[config.mk]
export PLATFORM = sky130hd
export DESIGN_NAME = phase_seq
export DESIGN_NICKNAME = d
export VERILOG_FILES = /design/src/rtl/phase_seq.sv
export SDC_FILE = /design/constraint.sdc
export NUM_CORES = 1
export LEC_CHECK = 0
export CORE_MARGIN = 2
export CORE_UTILIZATION = 46
export DETAILED_ROUTE_END_ITERATION = 12
export MAX_ROUTING_LAYER = met4
export PLACE_DENSITY = 0.74
export REMOVE_ABC_BUFFERS = 1
export SLEW_MARGIN = 5
export SYNTH_ARGS = -nofsm -noshare
export SYNTH_HDL_FRONTEND = slang
export SYNTH_SLANG_ARGS = --single-unit
[constraint.sdc]
create_clock -name clk -period 2 [get_ports clk]
set_input_delay 0.3 -clock clk [delete_from_list [all_inputs] [get_ports clk]]
set_output_delay 0.3 -clock clk [all_outputs]
set_load 0.1 [all_outputs]
[src/rtl/phase_seq.sv]
// ---------------------------------------------------------------------------
// phase_seq: instruction-phase sequencer for the multi-cycle CPU.
//
// Steps the core through Fetch, Execute, Memory and Writeback phases. It adds:
//   - memory wait-states in the F and M phases (MEMWS minimum extra cycles,
//     further stretched while mem_ready is low),
//   - run/halt control,
//   - single-step driven by the rising edge of step,
//   - a retired-instruction counter.
//
// Parameters:
//   MEMWS      minimum extra wait cycles in F and M (0..15)
//   CNTW       width of the retired-instruction counter
//
// Ports:
//   clk        system clock, rising-edge active
//   reset      synchronous active-high reset
//   run        level, 1 = free-running execution
//   step       single-step request (rising edge detected internally)
//   mem_ready  memory bus ready, qualifies completion of F and M
//   phf..phwb  one-hot phase strobes (registered), all 0 while halted
//   en         phase-complete strobe (combinational), datapath latches on it
//   halted     1 while in the HALT state (registered)
//   clk_stat   {halted, phm|phwb, phe|phwb}
//   icnt       retired-instruction count, wraps modulo 2^CNTW
// ---------------------------------------------------------------------------
module phase_seq #(
  parameter int unsigned MEMWS = 0,
  parameter int unsigned CNTW  = 16
) (
  input  logic            clk,
  input  logic            reset,
  input  logic            run,
  input  logic            step,
  input  logic            mem_ready,
  output logic            phf,
  output logic            phe,
  output logic            phm,
  output logic            phwb,
  output logic            en,
  output logic            halted,
  output logic [2:0]      clk_stat,
  output logic [CNTW-1:0] icnt
);

  localparam logic [3:0] MemWs = 4'(MEMWS);

  typedef enum logic [2:0] {
    StHalt,
    StFetch,
    StExec,
    StMem,
    StWb
  } state_e;

  state_e          r_state;
  state_e          w_state_d;
  logic [3:0]      r_wc;
  logic [3:0]      w_wc_d;
  logic            r_single;
  logic            w_single_d;
  logic            r_step_q;
  logic [CNTW-1:0] r_icnt;

  logic            r_phf;
  logic            r_phe;
  logic            r_phm;
  logic            r_phwb;
  logic            r_halted;

  logic            w_step_rise;
  logic            w_mem_phase;
  logic            w_wait_done;
  logic            w_en;

  // Next-state, wait counter and single-step flag.
  always_comb begin
    w_step_rise = step & ~r_step_q;
    w_mem_phase = (r_state == StFetch) || (r_state == StMem);
    w_wait_done = (r_wc == MemWs) && mem_ready;
    w_state_d   = r_state;
    w_single_d  = r_single;

    unique case (r_state)
      StHalt: begin
        if (run) begin
          w_state_d  = StFetch;
          w_single_d = 1'b0;
        end else if (w_step_rise) begin
          w_state_d  = StFetch;
          w_single_d = 1'b1;
        end
      end
      StFetch: begin
        if (w_wait_done) w_state_d = StExec;
      end
      StExec: begin
        w_state_d = StMem;
      end
      StMem: begin
        if (w_wait_done) w_state_d = StWb;
      end
      StWb: begin
        // run is only re-sampled here; a single-step always ends in HALT.
        if (run && !r_single) w_state_d = StFetch;
        else                  w_state_d = StHalt;
      end
      default: begin
        w_state_d = StHalt;
      end
    endcase

    // wc restarts on every phase entry and saturates at MEMWS.
    if (!w_mem_phase || (w_state_d != r_state)) begin
      w_wc_d = 4'd0;
    end else if (r_wc != MemWs) begin
      w_wc_d = r_wc + 4'd1;
    end else begin
      w_wc_d = r_wc;
    end

    w_en = (w_mem_phase && w_wait_done) || (r_state == StExec) || (r_state == StWb);
  end

  // State and registered outputs; phase strobes decode the next state so
  // they line up with r_state.
  always_ff @(posedge clk) begin
    if (reset) begin
      r_state  <= StHalt;
      r_wc     <= 4'd0;
      r_single <= 1'b0;
      r_step_q <= 1'b0;
      r_icnt   <= '0;
      r_phf    <= 1'b0;
      r_phe    <= 1'b0;
      r_phm    <= 1'b0;
      r_phwb   <= 1'b0;
      r_halted <= 1'b1;
    end else begin
      r_state  <= w_state_d;
      r_wc     <= w_wc_d;
      r_single <= w_single_d;
      r_step_q <= step;
      if (r_state == StWb) begin
        r_icnt <= r_icnt + CNTW'(1);
      end
      r_phf    <= (w_state_d == StFetch);
      r_phe    <= (w_state_d == StExec);
      r_phm    <= (w_state_d == StMem);
      r_phwb   <= (w_state_d == StWb);
      r_halted <= (w_state_d == StHalt);
    end
  end

  assign phf      = r_phf;
  assign phe      = r_phe;
  assign phm      = r_phm;
  assign phwb     = r_phwb;
  assign halted   = r_halted;
  assign en       = w_en;
  assign clk_stat = {r_halted, r_phm | r_phwb, r_phe | r_phwb};
  assign icnt     = r_icnt;

endmodule

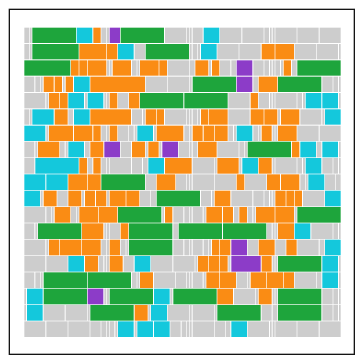
(images/class_map.png)
Scale: 6 px per µm. Fill, decap, tap and diode cells in grey.
[green] registers | cells: 30 | share of their area: 36%
[cyan] remaining buffers and delay cells | cells: 41 | share of their area: 20%
[orange] remaining logic cells | cells: 105 | share of their area: 41%
[purple] clock drivers and dummy loads | cells: 8 | share of their area: 3.8%
share of the core filled with cells: 63.25%
share of cell area taken by flip-flops and latches: 34.88%

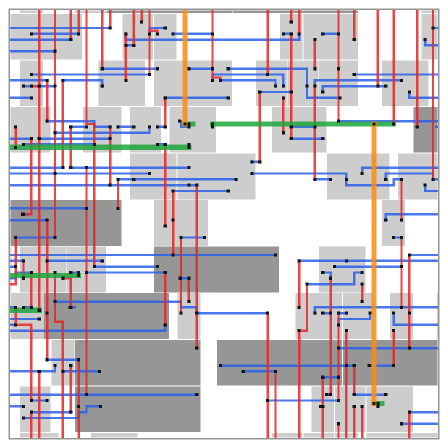
(images/closeup.png)
Region (16, 16) to (41, 41) µm. Cells in grey, sequential cells in the stronger grey; small squares are vias.
[blue] M1
[red] M2
[orange] M4
[green] M3
most frequent: dfxtp_1 (7), nor2_1 (4), buf_4 (4)
netlist names of flops here include: icnt (3), r_state (3)
sequential cells in the window: 7
cells with their middle in the window: 43

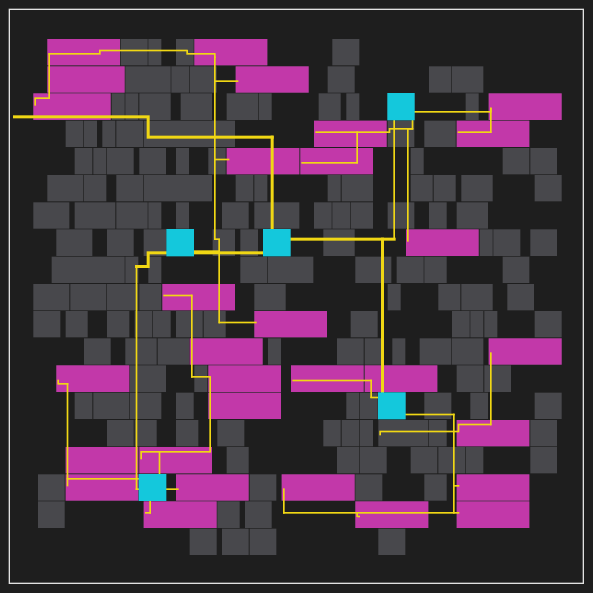
(images/clock_wires.png)
Scale: 10 px per µm.
[yellow] clock wires | length: 349 µm
[magenta] flip-flops | count: 30
[cyan] clock-net drivers | count: 5
routed clock nets: 6
power dissipated in the clock network: 0.378 mW
worst skew pair latency: 330 ps

==> flow_metrics.py <==
# Physical implementation metrics
metrics = {
    "clocking": {
        "cts_setup_buffers": 4,
        "cts-buffers-inserted": 5,
    },
    "final_timing": {
        "clock.fmax_mhz": 512.9,
        "layout_worst_path_cycle_share_pct": 97.49,
    },
    "critical_path": {
        "regToRegEndpoint": "icnt[14]",
    },
    "floorplan": {
        "die_h_um": 57.27,
        "die_width_um": 57.27,
        "placement_rows": 19,
        "floorplan.core_util_pct": 47.73,
    },
    "synth": {
        "commonest_cells_in_the_synthesized_netlist": "dfxtp_1, nor2_1, xor2_1",
        "top_area_cells_in_the_synthesized_netlist": "dfxtp_1, xor2_1, nor2_1",
        "muxShareOfSynthArea_pct": 0.7670,
        "postSynthRegisterBits": 30,
    },
    "status": {
        "outcome": "finished, final reports clean",
    },
    "cells_and_area": {
        "area_growth_syn_to_layout_pct": 32.50,
        "dominant_cells": "multi-input combinational cells",
        "drive_above_1_share_pct": 32.07,
        "num-clock-buffers": 6,
        "inverters_excl_clock": 4,
        "antenna-diode-count": 0,
        "finish.net_count": 191,
    },
    "detailed_routing": {
        "drt_pre_antenna_iters": 4,
        "routed_via_count": 1166,
    },
    "pwr": {
        "p_leak_nw": 0.7257,
        "p_sw_mw": 0.4781,
        "power-top-group": "sequential cells",
        "netSwitchingFraction_pct": 35.18,
    },
    "place": {
        "detailedPlacementHpwl_mm": 1.975,
    },
    "grt": {
        "groute.layer.met2.usage_pct": 31.69,
    },
    "hold_path": {
        "min_path_type": "flip-flop to flip-flop",
    },
}
==> cell usage in the layout, fill, tap and decap left out, types with 2 or more instances in the layout <==
cell | synthesis | layout
inv_1 | 4 | 2
clkdlybuf4s50_1 | 0 | 4
nand2_1 | 5 | 5
dfxtp_1 | 30 | 28
clkbuf_4 | 0 | 5
a21oi_1 | 8 | 7
nand3_1 | 8 | 8
inv_2 | 0 | 2
o31ai_1 | 4 | 4
xnor2_1 | 2 | 2
dfxtp_2 | 0 | 2
xor2_1 | 11 | 11
buf_4 | 2 | 36
ha_1 | 3 | 2
and3_1 | 5 | 4
nor3_1 | 4 | 4
nor2_1 | 18 | 17
o21ai_0 | 3 | 2
or2_2 | 2 | 2
nand4_1 | 5 | 5
nor4_1 | 2 | 2
or4_1 | 4 | 4
nor2b_1 | 4 | 4
No activity file was given, so power comes from the tool's default toggle rates.
